<file path="src/rtl/wb_arbiter_pkg.sv">
// ----------------------------------------------------------------------------
// wb_arbiter_pkg
// Shared writeback defines: default register-file geometry, the writeback
// source index assignments, and a small wrap-around increment helper used by
// round-robin pointers.
// ----------------------------------------------------------------------------
package wb_arbiter_pkg;

  localparam int WB_DATA_WIDTH = 32;
  localparam int WB_RADDR_W    = 5;

  // Writeback producer slots on the arbiter source ports.
  localparam int SRC_ALU  = 0;
  localparam int SRC_MEM  = 1;
  localparam int SRC_LONG = 2;

  // (i + 1) mod n for 0 <= i < n, without a divider.
  function automatic int rr_wrap_inc(input int i, input int n);
    return (i + 1 >= n) ? 0 : i + 1;
  endfunction

endpackage

</file>
<file path="src/rtl/wb_arbiter_rr.sv">
// ----------------------------------------------------------------------------
// rr_arbiter
// Generic N-way round-robin arbiter. The search for a requester starts at the
// internal pointer and wraps. The pointer moves past the winner only when
// 'advance' is high, so a caller can issue a grant that is later discarded
// (e.g. on a flush) without disturbing fairness.
//
// Ports:
//   clk, rst     clock, asynchronous active-high reset (pointer -> 0)
//   req[N]       request vector
//   advance      commit this cycle's grant to the pointer
//   grant[N]     one-hot grant (all zero when nothing requests)
//   grant_valid  a grant is issued this cycle
// ----------------------------------------------------------------------------
module rr_arbiter
  import wb_arbiter_pkg::*;
#(
  parameter int N = 3
) (
  input  logic         clk,
  input  logic         rst,
  input  logic [N-1:0] req,
  input  logic         advance,
  output logic [N-1:0] grant,
  output logic         grant_valid
);

  localparam int PW = (N > 1) ? $clog2(N) : 1;

  logic [PW-1:0] ptr_q, ptr_d;
  logic [PW-1:0] gidx;
  logic [PW-1:0] idx;

  always_comb begin
    grant       = '0;
    grant_valid = 1'b0;
    gidx        = ptr_q;
    idx         = '0;
    for (int k = 0; k < N; k++) begin
      idx = PW'((int'(ptr_q) + k) % N);
      if (!grant_valid && req[idx]) begin
        grant[idx]  = 1'b1;
        grant_valid = 1'b1;
        gidx        = idx;
      end
    end
  end

  always_comb begin
    ptr_d = ptr_q;
    if (advance && grant_valid) begin
      ptr_d = PW'(rr_wrap_inc(int'(gidx), N));
    end
  end

  always_ff @(posedge clk or posedge rst) begin
    if (rst) begin
      ptr_q <= '0;
    end else begin
      ptr_q <= ptr_d;
    end
  end

endmodule

</file>
<file path="src/rtl/wb_arbiter.sv">
// ----------------------------------------------------------------------------
// wb_arbiter
// Merges NUM_SRC writeback producers into the single register-file write
// port. Each source owns one holding entry {data, rd, we}; one occupied entry
// is granted per cycle in round-robin order and drives the registered rf_*
// outputs on the same edge that releases it.
//
// Ports:
//   clk, rst                 clock, asynchronous active-high reset
//   src_valid/src_ready      per-source valid/ready handshake
//   src_data, src_rd, src_we packed per-source result, dest index, write intent
//   flush                    synchronous kill: clears entries, blocks writes
//   rf_we/rf_waddr/rf_wdata  registered register-file write port
//   pend_valid, pend_rd      occupancy and held rd per entry (hazard unit)
// ----------------------------------------------------------------------------
module wb_arbiter
  import wb_arbiter_pkg::*;
#(
  parameter int DATA_WIDTH = WB_DATA_WIDTH,
  parameter int NUM_SRC    = 3,
  parameter int RADDR_W    = WB_RADDR_W
) (
  input  logic                          clk,
  input  logic                          rst,
  input  logic [NUM_SRC-1:0]            src_valid,
  output logic [NUM_SRC-1:0]            src_ready,
  input  logic [NUM_SRC*DATA_WIDTH-1:0] src_data,
  input  logic [NUM_SRC*RADDR_W-1:0]    src_rd,
  input  logic [NUM_SRC-1:0]            src_we,
  input  logic                          flush,
  output logic                          rf_we,
  output logic [RADDR_W-1:0]            rf_waddr,
  output logic [DATA_WIDTH-1:0]         rf_wdata,
  output logic [NUM_SRC-1:0]            pend_valid,
  output logic [NUM_SRC*RADDR_W-1:0]    pend_rd
);

  logic [NUM_SRC-1:0]    ent_vld_q, ent_vld_d;
  logic [NUM_SRC-1:0]    ent_we_q, ent_we_d;
  logic [DATA_WIDTH-1:0] ent_data_q [NUM_SRC];
  logic [DATA_WIDTH-1:0] ent_data_d [NUM_SRC];
  logic [RADDR_W-1:0]    ent_rd_q   [NUM_SRC];
  logic [RADDR_W-1:0]    ent_rd_d   [NUM_SRC];

  logic                  rf_we_q, rf_we_d;
  logic [RADDR_W-1:0]    rf_waddr_q, rf_waddr_d;
  logic [DATA_WIDTH-1:0] rf_wdata_q, rf_wdata_d;

  logic [NUM_SRC-1:0]    grant;
  logic                  grant_valid;
  logic [NUM_SRC-1:0]    fire;

  logic                  sel_we;
  logic [RADDR_W-1:0]    sel_rd;
  logic [DATA_WIDTH-1:0] sel_data;

  // A grant issued during a flush is thrown away, so it must not move the
  // round-robin pointer either.
  rr_arbiter #(
    .N (NUM_SRC)
  ) u_rr (
    .clk         (clk),
    .rst         (rst),
    .req         (ent_vld_q),
    .advance     (!flush),
    .grant       (grant),
    .grant_valid (grant_valid)
  );

  // An entry being drained this cycle can accept its successor on the same
  // edge, giving one transfer per cycle per source.
  assign src_ready = (rst || flush) ? '0 : (~ent_vld_q | grant);
  assign fire      = src_valid & src_ready;

  always_comb begin
    ent_vld_d = ent_vld_q;
    ent_we_d  = ent_we_q;
    for (int i = 0; i < NUM_SRC; i++) begin
      ent_data_d[i] = ent_data_q[i];
      ent_rd_d[i]   = ent_rd_q[i];
      if (flush) begin
        ent_vld_d[i] = 1'b0;
      end else if (fire[i]) begin
        ent_vld_d[i]  = 1'b1;
        ent_we_d[i]   = src_we[i];
        ent_data_d[i] = src_data[i*DATA_WIDTH +: DATA_WIDTH];
        ent_rd_d[i]   = src_rd[i*RADDR_W +: RADDR_W];
      end else if (grant[i]) begin
        ent_vld_d[i] = 1'b0;
      end
    end
  end

  // One-hot grant makes an OR-reduction a valid mux.
  always_comb begin
    sel_we   = 1'b0;
    sel_rd   = '0;
    sel_data = '0;
    for (int i = 0; i < NUM_SRC; i++) begin
      if (grant[i]) begin
        sel_we   = sel_we | ent_we_q[i];
        sel_rd   = sel_rd | ent_rd_q[i];
        sel_data = sel_data | ent_data_q[i];
      end
    end
  end

  // Writes to x0 and no-write results are still consumed, just silently.
  always_comb begin
    rf_we_d    = grant_valid && sel_we && (sel_rd != '0) && !flush;
    rf_waddr_d = rf_we_d ? sel_rd   : rf_waddr_q;
    rf_wdata_d = rf_we_d ? sel_data : rf_wdata_q;
  end

  always_ff @(posedge clk or posedge rst) begin
    if (rst) begin
      ent_vld_q  <= '0;
      ent_we_q   <= '0;
      rf_we_q    <= 1'b0;
      rf_waddr_q <= '0;
      rf_wdata_q <= '0;
    end else begin
      ent_vld_q  <= ent_vld_d;
      ent_we_q   <= ent_we_d;
      rf_we_q    <= rf_we_d;
      rf_waddr_q <= rf_waddr_d;
      rf_wdata_q <= rf_wdata_d;
    end
  end

  // Payload is only meaningful while its valid bit is set; no reset needed.
  always_ff @(posedge clk) begin
    for (int i = 0; i < NUM_SRC; i++) begin
      ent_data_q[i] <= ent_data_d[i];
      ent_rd_q[i]   <= ent_rd_d[i];
    end
  end

  always_comb begin
    pend_rd = '0;
    for (int i = 0; i < NUM_SRC; i++) begin
      pend_rd[i*RADDR_W +: RADDR_W] = ent_vld_q[i] ? ent_rd_q[i] : '0;
    end
  end

  assign pend_valid = ent_vld_q;
  assign rf_we      = rf_we_q;
  assign rf_waddr   = rf_waddr_q;
  assign rf_wdata   = rf_wdata_q;

endmodule
</file>
<file path="config.mk">
export PLATFORM = sky130hd
export DESIGN_NAME = wb_arbiter
export DESIGN_NICKNAME = d
export VERILOG_FILES = /design/src/rtl/wb_arbiter_pkg.sv /design/src/rtl/wb_arbiter_rr.sv /design/src/rtl/wb_arbiter.sv
export SDC_FILE = /design/constraint.sdc
export NUM_CORES = 1
export LEC_CHECK = 0
export CAP_MARGIN = 20
export CORE_UTILIZATION = 40
export CTS_CLUSTER_DIAMETER = 30
export CTS_CLUSTER_SIZE = 8
export DETAILED_ROUTE_END_ITERATION = 16
export PLACE_DENSITY = 0.75
export REMOVE_ABC_BUFFERS = 1
export SETUP_SLACK_MARGIN = 0.5
export SLEW_MARGIN = 10
export SYNTH_ARGS = -nofsm -noshare
export SYNTH_HDL_FRONTEND = slang
export SYNTH_SLANG_ARGS = --single-unit
</file>
<file path="constraint.sdc">
create_clock -name clk -period 5.2 [get_ports clk]
set_clock_uncertainty 0.05 [all_clocks]
set_input_delay 1.04 -clock clk [delete_from_list [all_inputs] [get_ports clk]]
set_output_delay 1.04 -clock clk [all_outputs]
set_load 0.02 [all_outputs]
</file>
==> run notes, run 1 <==
## Clock network
* 0 — post-cts gate resize count
* 0.06 ns — clock slew seen by the registers of the worst setup and hold paths
* 0 — number of buffers inserted for hold repair after clock tree synthesis
* built — CTS tree
* 157 — total number of clock tree sinks
* 4 — depth of the CTS H-tree
* 0 — number of post-CTS setup repair buffers
* 2 — number of buffers on the longest clock path

## Die
* 126 um — die outline width
* 179 — boundary pin count
* 126 um — die height
* 0.0159 mm2 — overall chip area
* 41.7% — initial core utilization
* 44 — floorplan row count
* 0.0148 mm2 — placeable core region

## Placement
* 10.1 mm — placed wire-length estimate
* 1.21 ns — Placement Setup Slack
* 0.00816 mm2 — Area after DPL
* 0.890 — final weighted congestion in routability-driven placement
* 178 — count of port buffers added during placement
* 732 — post-placement cell count

## Critical path
* sky130_fd_sc_hd__clkdlybuf4s50_1 — cell with the biggest individual delay on the critical path
* buffers and inverters — Crit path max-delay family
* 2 — Buffers & Inverters on Critical Path
* inv_1, ha_1, nor2b_1, o2111a_1, a311oi_2, a21oi_4, nand2b_1, nor3b_1, clkdlybuf4s50_1 — cell-by-cell listing of the critical path
* 10 — critical-path maximum fanout
* 9 — total number of cells along the worst setup path
* 4.11 ns — data required time at the worst endpoint
* u_rr.ptr_q[0] — startpoint of the worst register-to-register path
* rf_wdata[3] — R2R Path End
* 11 — path depth of the worst reg2reg path
* 0.70 ns — delay of the slowest cell on the worst path
* u_rr.ptr_q[0] — crit path from
* 1.19 ns — minimum setup slack among reg-to-reg paths
* src_ready[1] — termination of the worst setup path
* 3.34 ns — endpoint arrival time on the critical path
* register to primary output — critical path class
* primary output — critical path capture point type
* register — critical path launch point type

## Final layout
* 0.00875 mm2 — cell area after layout
* 42.2% — synthesis-to-finish area growth
* 0.00142 mm2 — area of the multi-input gates
* sky130_fd_sc_hd__clkdlybuf4s50_1 — most frequent standard cell in the layout excluding fill and tap cells
* 764 — Final Non-Filler Cells
* 8.62% — share of final-layout standard cells stronger than drive strength 1
* 1142 — FILL cells
* 178 x sky130_fd_sc_hd__clkdlybuf4s50_1, 111 x sky130_fd_sc_hd__edfxtp_1, 46 x sky130_fd_sc_hd__dfrtp_1, 40 x sky130_fd_sc_hd__inv_1, 37 x sky130_fd_sc_hd__mux2i_1 — most frequent cells in the layout
* 0 — # diodes
* 691 — number of nets in the final layout

## STA
* 28.2% — normalized max-slew margin
* 0 — Final Hold Violation Tally
* 85.1% — final critical-path share of the clock period
* 0 — Final setup viols
* 0 — pins over their slew limit
* 0.452 ns — hold slack
* 1.07 ns — worst-margin pin slew
* no — unrepaired setup endpoints after global routing
* 0 ns — Final TNS setup
* 0.774 ns — least setup slack across all paths after layout
* 0.226 GHz — fmax
* 4.43 ns — post-route minimum period

## Detailed routing
* 5 — Detailed Routing Iterations Pass 1
* 5.34 — vias per inst
* 0 — Routed Antenna Nets
* 283 — starting DRC count in detailed routing
* 0 — count of unresolved DRC violations after routing
* 4083 — vias
* 15.2 mm — final WL

## Power and ir drop
* 33.0% — net switching share of the total power
* 1.53 mW — net switching power
* 36.6% — combinational share of power
* 3.17 nW — Static Leak
* 270 uV — VDD IR-drop max
* 3.10 mW — internal power contribution
* 529 mW/mm2 — power per unit of standard cell area
* 36.7% — sequential share of power
* 4.63 mW — overall power after layout

## Logic synthesis
* 0 — number of warnings reported in the yosys synthesis log
* 111 x sky130_fd_sc_hd__edfxtp_1, 46 x sky130_fd_sc_hd__dfrtp_1, 44 x sky130_fd_sc_hd__inv_1 — top cell types by occurrence after synthesis
* 9.74% — aoi/oai-family share of the synthesized area
* 157 — flops out of synthesis
* 0% — xor/xnor share of the synthesized area
* 16.1 um2 — Post-Syn Area per Cell
* 7.04% — Synth mux share
* 0.00615 mm2 — Mapped Area
* 72.9% — Seq share, synth
* 0.00615 mm2 — area reported by Yosys stat
* sky130_fd_sc_hd__edfxtp_1 — main flop type
* sky130_fd_sc_hd__edfxtp_1 — cell with the most instances after synthesis
* 54.2% — Area leader share
* 4.82% — simple-gate share of the synthesized area
* 382 — Mapped Cells
* 382 — Yosys Instances
* 29.3% — Synth async-reset ratio
* 48 — Cell Type Count
* 111 — count of flip-flops with a built-in enable after synthesis
* 0.813% — Adder Share, Synth
* AND-OR/OR-AND gates — Largest logic family

## GRT
* 0 — antenna violations before repair
* 23.9 mm — wire length of the first global-routing pass
* 0 — total gr overflow
* 20.3% — total global routing track utilization
* 40 — pin count of the biggest net entering global routing
* 4389 — number of global-route vias before repair

## Min path
* register to register — path class of the lowest-slack min-delay path

## Run status
* finished clean — result of the run

## Job
* 0 — maxcap violations
* 28 — Log Warnings

==> run 1: power by group through the flow <==
stage          logic [mW]  registers, mW  clock network [mW]
3_5_place_dp         1.70           1.72                   0
2_1_floorplan       0.786           1.88                   0
5_1_grt              1.82           1.73                1.31
6_report             1.70           1.70                1.23
3_3_place_gp         1.66           1.72                   0
4_1_cts              1.71           1.70                1.25
==> run 1: worst min-delay path by stage <==
stage               slack (ns)  depth (start not counted)   startpoint           to
finish                    0.45                          1  ent_we_q[0]  ent_we_q[0]
global route              0.47                          1  rf_waddr[3]  rf_waddr[3]
CTS                       0.45                          1  ent_we_q[0]  ent_we_q[0]
detailed placement        0.44                          1  ent_we_q[0]  ent_we_q[0]
global placement          0.43                          1  ent_we_q[0]  ent_we_q[0]
floorplan                 0.41                          1  ent_we_q[2]  ent_we_q[2]
==> run 1: layer usage <==
| layer | GRT usage, % | vias to the layer above | part of all wire (%) |
|---|---|---|---|
| li1 | - | 1836 | - |
| met1 | 25.3 | 2044 | 41 |
| met2 | 34.3 | 187 | 52 |
| met3 | 5.52 | 16 | 6.2 |
| met4 | 6.59 | 0 | 1.3 |
| met5 | 0 | - | 0 |
==> run 1: flip-flops by register name (all words and copies together) (netlist names) <==
signal,cells
u_rr.ptr_q,2
ent_data_q,96
rf_we,1
ent_we_q,3
rf_wdata,32
rf_waddr,5
pend_valid,3
ent_rd_q,15
==> run 1: area by class of cell <==
cell class                 count  share of cell area, %
multi-input combinational    161                   16.3
clock inverter                11                   1.62
clock buffer                  21                   5.15
timing repair buffer         186                   21.2
sequential                   157                   51.3
tap                          184                   2.63
inverter                      44                   1.89
Run 1, track usage over the die:
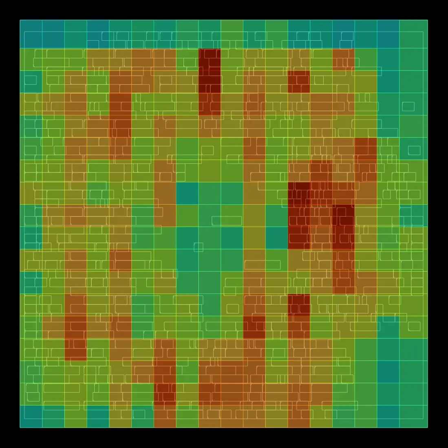
post-DR wirelength/cell: 19.9 um
GR Layer Usage met1: 25.3%

Run 1, clock network drawn from the DEF:
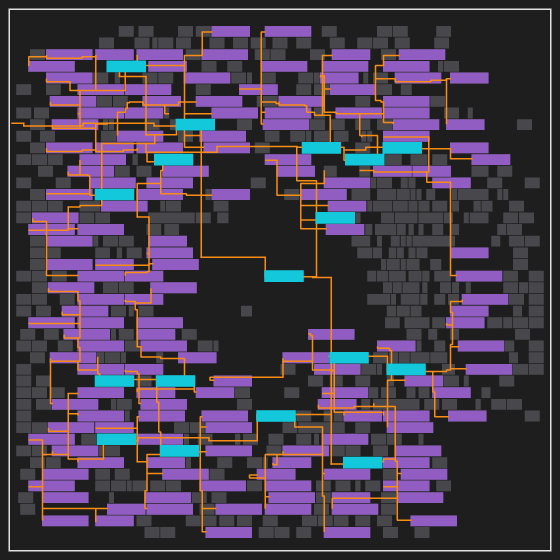
[flip-flops] purple | count: 157
[clock wires] orange | length: 1730 um
[clock-net drivers] cyan | count: 17
routed clock nets	18
flops lie	all over the die
fraction of power consumed by the clock network: 26.6%
clock-net power: 1.23 mW
clock latency on the worst-skew pair: 0.41 ns

Run 1, wires at chosen ports, followed through buffers:
Scale bar: 50 um.
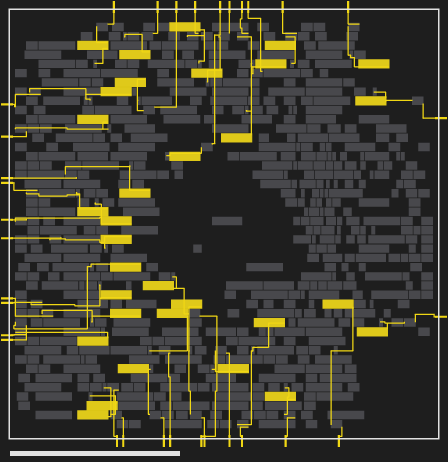
port	color	direction	end cells	buffers	wire
`rf_wdata`	yellow	output	32	32	1220 um

Run 1, where the registers sit:
Other sequential cells in the stronger gray, the rest of the logic in the fainter gray.
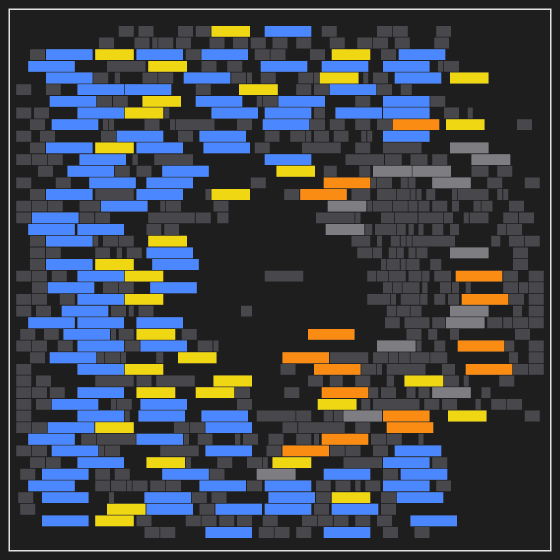
netlist name	color	sequential cells
`ent_data_q`	blue	96
`rf_wdata`	yellow	32
`ent_rd_q`	orange	15
not colored	14
area taken by flip-flops and latches: 0.00448 mm2
sequential-cell power consumption: 1.70 mW
Final Core Density: 59.3%
register share of the cell area: 51.3%

Run 1, the metal 1 layer:
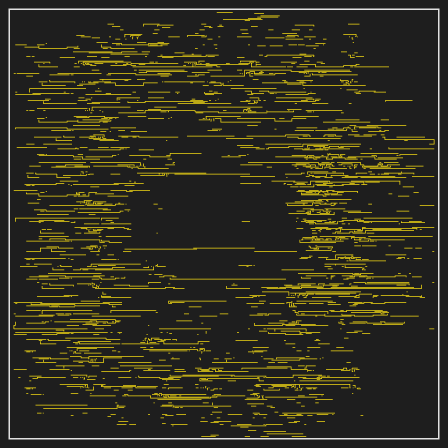

## Run 2: what changed since run 1
--- a/config.mk
+++ b/config.mk
@@ -10,6 +10,7 @@
 export CTS_CLUSTER_DIAMETER = 30
 export CTS_CLUSTER_SIZE = 8
 export DETAILED_ROUTE_END_ITERATION = 16
+export GPL_TIMING_DRIVEN = 0
 export PLACE_DENSITY = 0.75
 export REMOVE_ABC_BUFFERS = 1
 export SETUP_SLACK_MARGIN = 0.5
Run 2, the metal 1 layer:
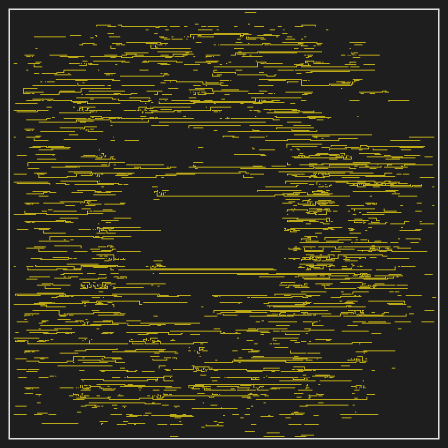
nets with wire on the layer	620
main direction	horizontal
wire length on this layer	6320 um
share of all routed wire	41%
longest straight run	46.5 um
vias: 4113
final WL: 15.5 mm
GR Layer Usage met1: 25.5%

Run 2, track usage over the die:
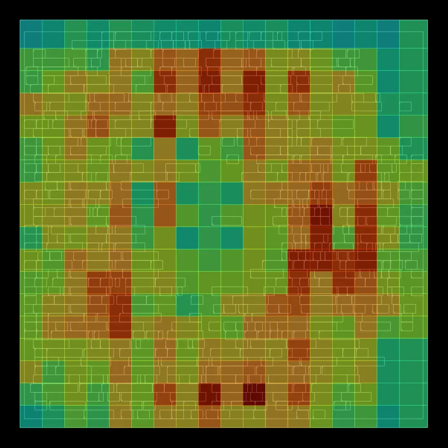
met2 global-route usage: 34.9%
Top Usage Layer GRT: met2
Final Core Density: 60.4%
GR Layer Usage met3: 4.76%

==> run 2 against run 1 <==
Against the previous run:
- sequential power about the same
- global-route usage increased by 0.41 points
- clock power shrank 4%
==> run notes, run 2 <==
## GRT
* 24.3 mm — wire length of the first global-routing pass, +1.5%
* 0 — total gr overflow, unchanged
* 20.7% — total global routing track utilization, +0.41 points
* 4434 — number of global-route vias before repair, +1.0%
* 30 — pin count of the biggest net entering global routing, -25%
* 0 — antenna violations before repair, unchanged

## Die
* 44 — floorplan row count, unchanged
* 41.7% — initial core utilization, unchanged
* 0.0159 mm2 — overall chip area, unchanged
* 126 um — die outline width, unchanged
* 179 — boundary pin count, unchanged
* 126 um — die height, unchanged
* 0.0148 mm2 — placeable core region, unchanged

## Logic synthesis
* 0 — number of warnings reported in the yosys synthesis log, unchanged
* sky130_fd_sc_hd__edfxtp_1 — cell type with the highest aggregate area in the netlist
* sky130_fd_sc_hd__edfxtp_1 — cell with the most instances after synthesis
* sky130_fd_sc_hd__edfxtp_1 — main flop type
* 48 — Cell Type Count, unchanged
* 157 — flops out of synthesis, unchanged
* sky130_fd_sc_hd__edfxtp_1 54%, sky130_fd_sc_hd__dfrtp_1 19%, sky130_fd_sc_hd__mux2i_1 6.0% — Largest cells by area
* 111 — count of flip-flops with a built-in enable after synthesis, unchanged
* 0.00615 mm2 — area reported by Yosys stat, unchanged
* 54.2% — Area leader share, unchanged
* 111 x sky130_fd_sc_hd__edfxtp_1, 46 x sky130_fd_sc_hd__dfrtp_1, 44 x sky130_fd_sc_hd__inv_1 — top cell types by occurrence after synthesis
* 16.1 um2 — Post-Syn Area per Cell, unchanged
* 0.00615 mm2 — Mapped Area, unchanged
* 382 — Mapped Cells, unchanged
* 72.9% — Seq share, synth, unchanged
* 382 — Yosys Instances, unchanged
* 29.3% — Synth async-reset ratio, unchanged

## Critical path
* 4.11 ns — data required time at the worst endpoint, about the same
* 15 — critical-path maximum fanout, +5
* rf_wdata[10] — R2R Path End
* 12 — path depth of the worst reg2reg path, +1
* register — critical path launch point type
* inv_1, ha_1, nand4bb_1, o21ai_2, nand3_1, a41oi_4, buf_8, nand2b_1, nor3b_2, clkdlybuf4s50_1 — cell-by-cell listing of the critical path
* 1.34 ns — minimum setup slack among reg-to-reg paths, +0.15 ns
* register to primary output — critical path class
* u_rr.ptr_q[0] — startpoint of the worst register-to-register path
* 3.34 ns — endpoint arrival time on the critical path, about the same
* primary output — critical path capture point type
* 0.63 ns — delay of the slowest cell on the worst path, -0.07 ns
* sky130_fd_sc_hd__clkdlybuf4s50_1 — cell with the biggest individual delay on the critical path

## Min path
* register to register — path class of the lowest-slack min-delay path
* 1 — number of cells on the worst hold path, unchanged
* ent_we_q[0] — hold path start
* ent_we_q[0] — terminating pin of the worst hold path

## Placement
* 0.00832 mm2 — Area after DPL, +2.0%
* 10.7 mm — placed wire-length estimate, +5.3%
* 0.849 — final weighted congestion in routability-driven placement, -4.6%
* 0.483 ns — Placement Setup Slack, -0.731 ns
* 734 — post-placement cell count, +0.27%
* 178 — count of port buffers added during placement, unchanged

## STA
* 0 — pins over their slew limit, unchanged
* 0.444 ns — hold slack, -0.00741 ns
* 0.768 ns — least setup slack across all paths after layout, -0.00599 ns
* 51.4% — normalized max-slew margin, +23 points
* 0 — Final Hold Violation Tally, unchanged
* no — unrepaired setup endpoints after global routing
* 0.226 GHz — fmax, -0.13%
* 0 ns — Final TNS setup, unchanged
* 85.2% — final critical-path share of the clock period, +0.12 points
* 4.43 ns — post-route minimum period, +0.00598 ns
* 0.729 ns — worst-margin pin slew, -0.345 ns
* 0 — Final setup viols, unchanged

## Detailed routing
* 0 — count of unresolved DRC violations after routing, unchanged
* 20.1 um — post-DR wirelength/cell, +1.2%
* 351 — starting DRC count in detailed routing, +24%
* 0 — Routed Antenna Nets, unchanged
* 5.35 — vias per inst, about the same
* 8 — Detailed Routing Iterations Pass 1, +3

## Final layout
* 769 — Final Non-Filler Cells, +0.65%
* 96 — number of flip-flops in the largest register, unchanged
* 44.8% — synthesis-to-finish area growth
* 177 x sky130_fd_sc_hd__clkdlybuf4s50_1, 111 x sky130_fd_sc_hd__edfxtp_1, 46 x sky130_fd_sc_hd__dfrtp_1, 40 x sky130_fd_sc_hd__inv_1, 37 x sky130_fd_sc_hd__mux2i_1 — most frequent cells in the layout
* 0 — # diodes, unchanged
* sky130_fd_sc_hd__clkdlybuf4s50_1 — most frequent standard cell in the layout excluding fill and tap cells
* ent_data_q — Largest Register
* 0.00891 mm2 — cell area after layout, +1.9%
* 10.6% — share of final-layout standard cells stronger than drive strength 1, +2.0 points
* 696 — number of nets in the final layout, +0.72%

## Power and ir drop
* 4.74 mW — overall power after layout, +2.3%
* 251 uV — VDD IR-drop max, -6.9%
* 3.24 nW — Static Leak, +2.2%
* 532 mW/mm2 — power per unit of standard cell area, +0.44%

## Clock network
* 0.42 ns — clock latency on the worst-skew pair, about the same
* 0.06 ns — clock slew seen by the registers of the worst setup and hold paths, about the same
* 0 — post-cts gate resize count, unchanged
* 2 — number of post-CTS setup repair buffers, +2
* 2 — number of buffers on the longest clock path, unchanged
* 0 — number of buffers inserted for hold repair after clock tree synthesis, unchanged
* sky130_fd_sc_hd__clkbuf_16 — CTS root buf
* built — CTS tree
* 4 — depth of the CTS H-tree, unchanged
* 157 — total number of clock tree sinks, unchanged
* 17 — Num CTS Buffers

## Run status
* finished clean — result of the run

## Job
* 29 — Log Warnings, +3.6%
* 0 — maxcap violations, unchanged

Run 2, clock network drawn from the DEF:
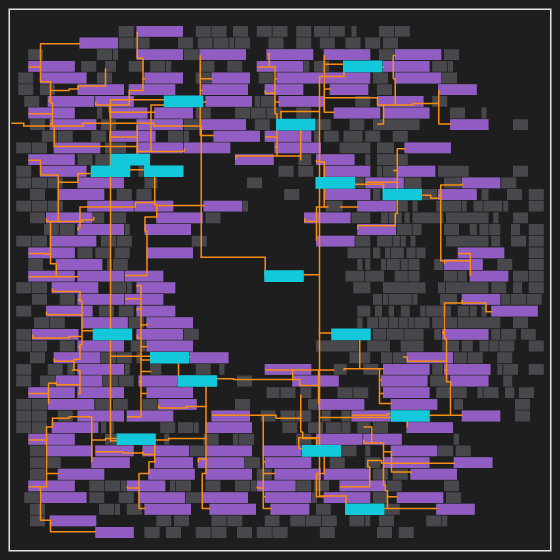
[clock-net drivers] cyan | count: 17
[clock wires] orange | length: 1700 um
[flip-flops] purple | count: 157
flops lie	all over the die
routed clock nets	18

[run 2: logic make-up (layout without fill, tap and decap cells)]
family          Yosys count  count (layout)  synth area share [%]
fa+ha+maj                 4               4                 0.813
flops                   157             157                  72.9
mux                      42              42                  7.04
compound gates           67              68                  9.74
simple gates             48              48                  4.82
buf+inv                  64             266                  4.72
[run 2: final cells by class]
| type | instances | area, um2 |
|---|---|---|
| clock buffer | 18 | 429 |
| clock inverter | 14 | 136 |
| fill | 1139 | 5840 |
| inverter | 44 | 165 |
| multi-input combinational | 162 | 1440 |
| sequential | 157 | 4480 |
| tap | 184 | 230 |
| timing repair buffer | 190 | 2030 |
[run 2: worst max-delay path, delay by kind of cell, from the launching register on]
kind / cells / cell delay (ns)
and+or+nand+nor: 4 / 0.76
DFF: 1 / 0.42
buffers and inverters: 3 / 0.91
adders and majority gates: 1 / 0.45
AOI/OAI and AO/OA: 2 / 0.38
[run 2: routing by layer]
metal	GRT usage [%]	vias up	routed length, um
met1	25.5	2001	6320
li1	-	1868	-
met3	4.76	32	1090
met5	0	-	0
met2	34.9	212	7670
met4	9.21	0	377
[run 2: where the power goes]
part / switching (mW) / leakage [nW] / internal (mW)
logic: 0.976 / 1.40 / 0.889
registers: 0.135 / 1.57 / 1.56
clock network: 0.511 / 0.262 / 0.667
[run 2: worst max path at each step]
stage / start / end
3_5_place_dp: u_rr.ptr_q[1] / src_ready[1]
5_1_grt: u_rr.ptr_q[0] / src_ready[0]
2_1_floorplan: u_rr.ptr_q[0] / rf_waddr[0]
3_3_place_gp: u_rr.ptr_q[0] / rf_wdata[3]
6_report: u_rr.ptr_q[0] / src_ready[0]
4_1_cts: u_rr.ptr_q[1] / src_ready[1]
Run 2, wires at chosen ports, followed through buffers:
Scale bar: 50 um.
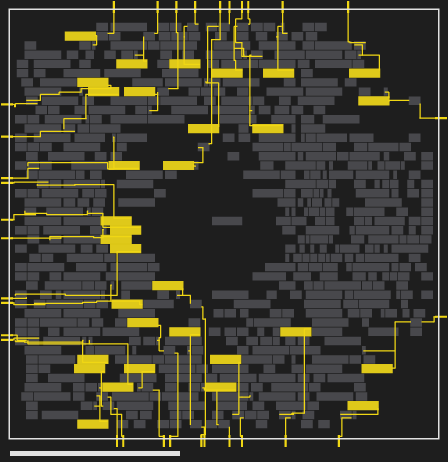

## Run 3: what changed since run 2
--- a/config.mk
+++ b/config.mk
@@ -5,7 +5,6 @@
 export SDC_FILE = /design/constraint.sdc
 export NUM_CORES = 1
 export LEC_CHECK = 0
-export CAP_MARGIN = 20
 export CORE_UTILIZATION = 40
 export CTS_CLUSTER_DIAMETER = 30
 export CTS_CLUSTER_SIZE = 8
Run 3, wires at chosen ports, followed through buffers:
Scale bar: 50 um.
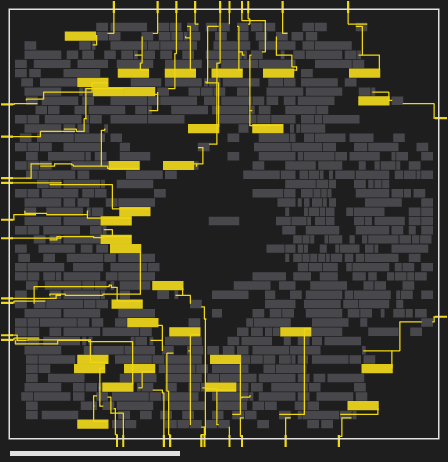
port	color	direction	end cells	buffers	wire
`rf_wdata`	yellow	output	32	32	1170 um
boundary pin count: 179
count of port buffers added during placement: 178

Run 3, the metal 1 layer:
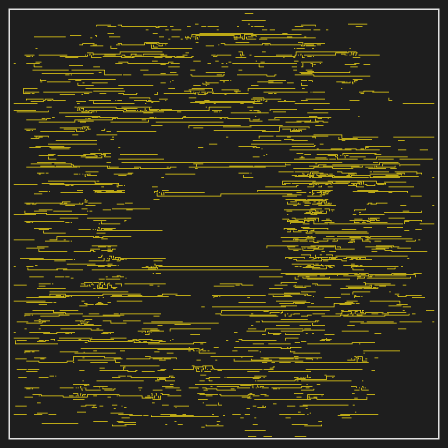
nets with wire on the layer	620
wire length on this layer	6280 um
main direction	horizontal
GR Layer Usage met1: 25.6%
final WL: 15.5 mm
vias: 4123

==> run 3 against run 2 <==
Against the previous run:
- final area barely moved
- highest routed layer unchanged
- critical path type unchanged
- combinational power about the same
- register-to-register slack hardly changed
- setup slack better by 0.0030 ns
==> run notes, run 3 <==
## Clock network
* 2 — number of post-CTS setup repair buffers, unchanged
* built — CTS tree
* 157 — total number of clock tree sinks, unchanged
* 2 — number of buffers on the longest clock path, unchanged
* sky130_fd_sc_hd__clkbuf_16 — CTS root buf
* 4 — depth of the CTS H-tree, unchanged
* 17 — Num CTS Buffers, unchanged
* 0.06 ns — clock slew seen by the registers of the worst setup and hold paths, about the same
* 0.42 ns — clock latency on the worst-skew pair, about the same
* 0 — number of buffers inserted for hold repair after clock tree synthesis, unchanged
* 0 — post-cts gate resize count, unchanged

## GRT
* 0 — antenna violations before repair, unchanged
* 20.8% — total global routing track utilization, +0.14 points
* 24.4 mm — wire length of the first global-routing pass, +0.60%
* 30 — pin count of the biggest net entering global routing, unchanged
* 0 — total gr overflow, unchanged
* 4481 — number of global-route vias before repair, +1.1%

## Logic synthesis
* 9.74% — aoi/oai-family share of the synthesized area, unchanged
* 16.1 um2 — Post-Syn Area per Cell, unchanged
* 48 — Cell Type Count, unchanged
* AND-OR/OR-AND gates — Largest logic family
* 0 — number of warnings reported in the yosys synthesis log, unchanged
* 7.04% — Synth mux share, unchanged
* sky130_fd_sc_hd__edfxtp_1 — cell with the most instances after synthesis
* 29.3% — Synth async-reset ratio, unchanged
* sky130_fd_sc_hd__edfxtp_1 54%, sky130_fd_sc_hd__dfrtp_1 19%, sky130_fd_sc_hd__mux2i_1 6.0% — Largest cells by area
* 382 — Mapped Cells, unchanged
* 72.9% — Seq share, synth, unchanged
* 0.00615 mm2 — area reported by Yosys stat, unchanged
* sky130_fd_sc_hd__edfxtp_1 — cell type with the highest aggregate area in the netlist
* 382 — Yosys Instances, unchanged
* 111 x sky130_fd_sc_hd__edfxtp_1, 46 x sky130_fd_sc_hd__dfrtp_1, 44 x sky130_fd_sc_hd__inv_1 — top cell types by occurrence after synthesis
* 4.82% — simple-gate share of the synthesized area, unchanged
* 157 — flops out of synthesis, unchanged
* 0% — xor/xnor share of the synthesized area, unchanged
* sky130_fd_sc_hd__edfxtp_1 — main flop type
* 54.2% — Area leader share, unchanged
* 111 — count of flip-flops with a built-in enable after synthesis, unchanged
* 0.813% — Adder Share, Synth, unchanged
* 0.00615 mm2 — Mapped Area, unchanged

## Final layout
* 96 — number of flip-flops in the largest register, unchanged
* 44.8% — synthesis-to-finish area growth, about the same
* 0.00891 mm2 — cell area after layout, about the same
* 190 — layout buffer count excluding clock buffers, unchanged
* 696 — number of nets in the final layout, unchanged
* 0.00144 mm2 — area of the multi-input gates, unchanged
* 44 — inverter tally of the final layout excluding the clock network, unchanged
* 162 — Multi-Input Combinational, unchanged
* 22.8% — Non-clock buffers, area share, about the same
* registers — cell group occupying the most layout area
* sky130_fd_sc_hd__clkdlybuf4s50_1 — most frequent standard cell in the layout excluding fill and tap cells
* 18 — clock tree buffer count of the final layout, unchanged
* 157 — sequential cell count, unchanged
* 0 — # diodes, unchanged
* 1126 — FILL cells, -1.1%
* 6.33% — clock network contribution to total cell area, -0.013 points
* 177 x sky130_fd_sc_hd__clkdlybuf4s50_1, 111 x sky130_fd_sc_hd__edfxtp_1, 46 x sky130_fd_sc_hd__dfrtp_1, 40 x sky130_fd_sc_hd__inv_1, 37 x sky130_fd_sc_hd__mux2i_1 — most frequent cells in the layout
* ent_data_q — Largest Register
* 50.3% — register share of the cell area, about the same
* 10.6% — share of final-layout standard cells stronger than drive strength 1, unchanged
* 0.00448 mm2 — area taken by flip-flops and latches, unchanged
* 16.1% — combinational fraction of the cell area, about the same

## Power and ir drop
* 531 mW/mm2 — power per unit of standard cell area, -0.20%
* 34.1% — net switching share of the total power, -0.15 points
* 39.5% — combinational share of power, about the same
* 288 uV — VDD IR-drop max, +14%
* 4.73 mW — overall power after layout, -0.21%
* 24.7% — fraction of power consumed by the clock network, -0.2 points
* 35.8% — sequential share of power, about the same
* 1.61 mW — net switching power, -0.64%
* 3.12 mW — internal power contribution, about the same
* 3.24 nW — Static Leak, +0.24%

## Critical path
* 3 — Buffers & Inverters on Critical Path, unchanged
* 4.11 ns — data required time at the worst endpoint, about the same
* 15 — critical-path maximum fanout, unchanged
* inv_1, ha_1, nand4bb_1, o21ai_2, nand3_1, a41oi_4, buf_8, nand2b_1, nor3b_2, clkdlybuf4s50_1 — cell-by-cell listing of the critical path
* sky130_fd_sc_hd__clkdlybuf4s50_1 — cell with the biggest individual delay on the critical path
* buffers and inverters — Crit path max-delay family
* primary output — critical path capture point type
* 3.34 ns — endpoint arrival time on the critical path, about the same
* register — critical path launch point type
* 0.63 ns — delay of the slowest cell on the worst path, about the same
* register to primary output — critical path class

## Die
* 126 um — die outline width, unchanged
* 44 — floorplan row count, unchanged
* 126 um — die height, unchanged
* 184 — number of well taps, unchanged
* 41.7% — initial core utilization, unchanged
* 0.0159 mm2 — overall chip area, unchanged
* 0.0148 mm2 — placeable core region, unchanged

## Detailed routing
* 0 — count of unresolved DRC violations after routing, unchanged
* 7.78 mm — WL met2, +1.4%
* 1.20 mm — total length of routed met3 wires, +11%
* 343 — starting DRC count in detailed routing, -2.3%
* 5.36 — vias per inst, +0.24%
* met4 — top layer reached by signal wires
* 20.2 um — post-DR wirelength/cell, +0.50%
* 8 — Detailed Routing Iterations Pass 1, unchanged
* 0 — Routed Antenna Nets, unchanged
* 6.28 mm — Routed met1 length, -0.60%

## STA
* 0 — pins over their slew limit, unchanged
* 0.447 ns — hold slack, +0.00306 ns
* 0.723 ns — worst-margin pin slew, -0.00659 ns
* 0 — Final Hold Violation Tally, unchanged
* no — unrepaired setup endpoints after global routing
* 0 — Final setup viols, unchanged
* 0.226 GHz — fmax, about the same
* 4.43 ns — post-route minimum period, -0.00305 ns
* 51.7% — normalized max-slew margin, +0.33 points
* 85.2% — final critical-path share of the clock period, about the same

## Job
* 29 — Log Warnings, unchanged
* 0 — maxcap violations, unchanged

## Placement
* 0.00832 mm2 — Area after DPL, unchanged
* 10.6 mm — placed wire-length estimate, -0.34%
* 0.849 — final weighted congestion in routability-driven placement, unchanged

## Min path
* register to register — path class of the lowest-slack min-delay path

## Run status
* finished clean — result of the run

Run 3, clock network drawn from the DEF:
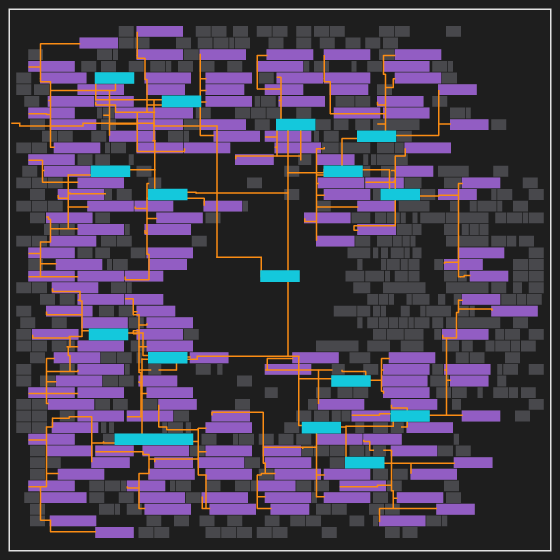
[clock-net drivers] cyan | count: 17
[flip-flops] purple | count: 157
[clock wires] orange | length: 1630 um
routed clock nets	18

==> run 3: cell counts after synthesis <==
Identical to the previous run, type by type.
==> run 3: power groups by stage <==
stage	Sequential (mW)	Combinational (mW)	Clock [mW]
floorplan	1.88	0.786	0
global placement	1.71	1.64	0
detailed placement	1.71	1.83	0
CTS	1.70	1.87	1.19
global route	1.72	2.00	1.24
finish	1.69	1.87	1.17
==> run 3: through the flow <==
| step | setup WS [ns] | TNS [ns] | std cells | util, % |
|---|---|---|---|---|
| 3_5_place_dp | 0.507 | 0 | 734 | 56.4 |
| 3_3_place_gp | -5.05 | -269.41 | 724 | 54.5 |
| 2_1_floorplan | -1.39 | -51.38 | 362 | - |
| 5_1_grt | 0.573 | 0 | 769 | 60.4 |
| 4_1_cts | 0.485 | 0 | 769 | 60.4 |
| 6_report | 0.771 | 0 | 769 | 60.4 |
==> run 3: path summary, 6_finish.rpt <==
kind	from	endpoint	slack (ns)	cells past startpoint
worst max-delay path	u_rr.ptr_q[0]	src_ready[0]	0.77	10
worst min-delay path	ent_we_q[0]	ent_we_q[0]	0.45	1
worst max register to register	u_rr.ptr_q[0]	rf_wdata[10]	1.35	12
worst min register to register	ent_we_q[0]	ent_we_q[0]	0.45	1
max in group asynchronous	rst	rf_waddr[2]	3.52	3
min in group asynchronous	rst	u_rr.ptr_q[1]	1.06	2
==> run 3: cell families after synthesis <==
| kind of cell | after synthesis |
|---|---|
| flip-flops | 157 |
| AND-OR/OR-AND | 67 |
| buffers and inverters | 64 |
| AND/OR/NAND/NOR | 48 |
| multiplexers | 42 |
| adder cells (fa/ha/maj) | 4 |
==> run 3: layer usage <==
layer  vias to the layer above  track usage [%]
li1                       1861                -
met1                      2023             25.6
met2                       215             34.8
met3                        24             6.20
met4                         0             7.58
met5                         -                0
Power figures rest on the tool's default switching activity, not on a simulated workload.
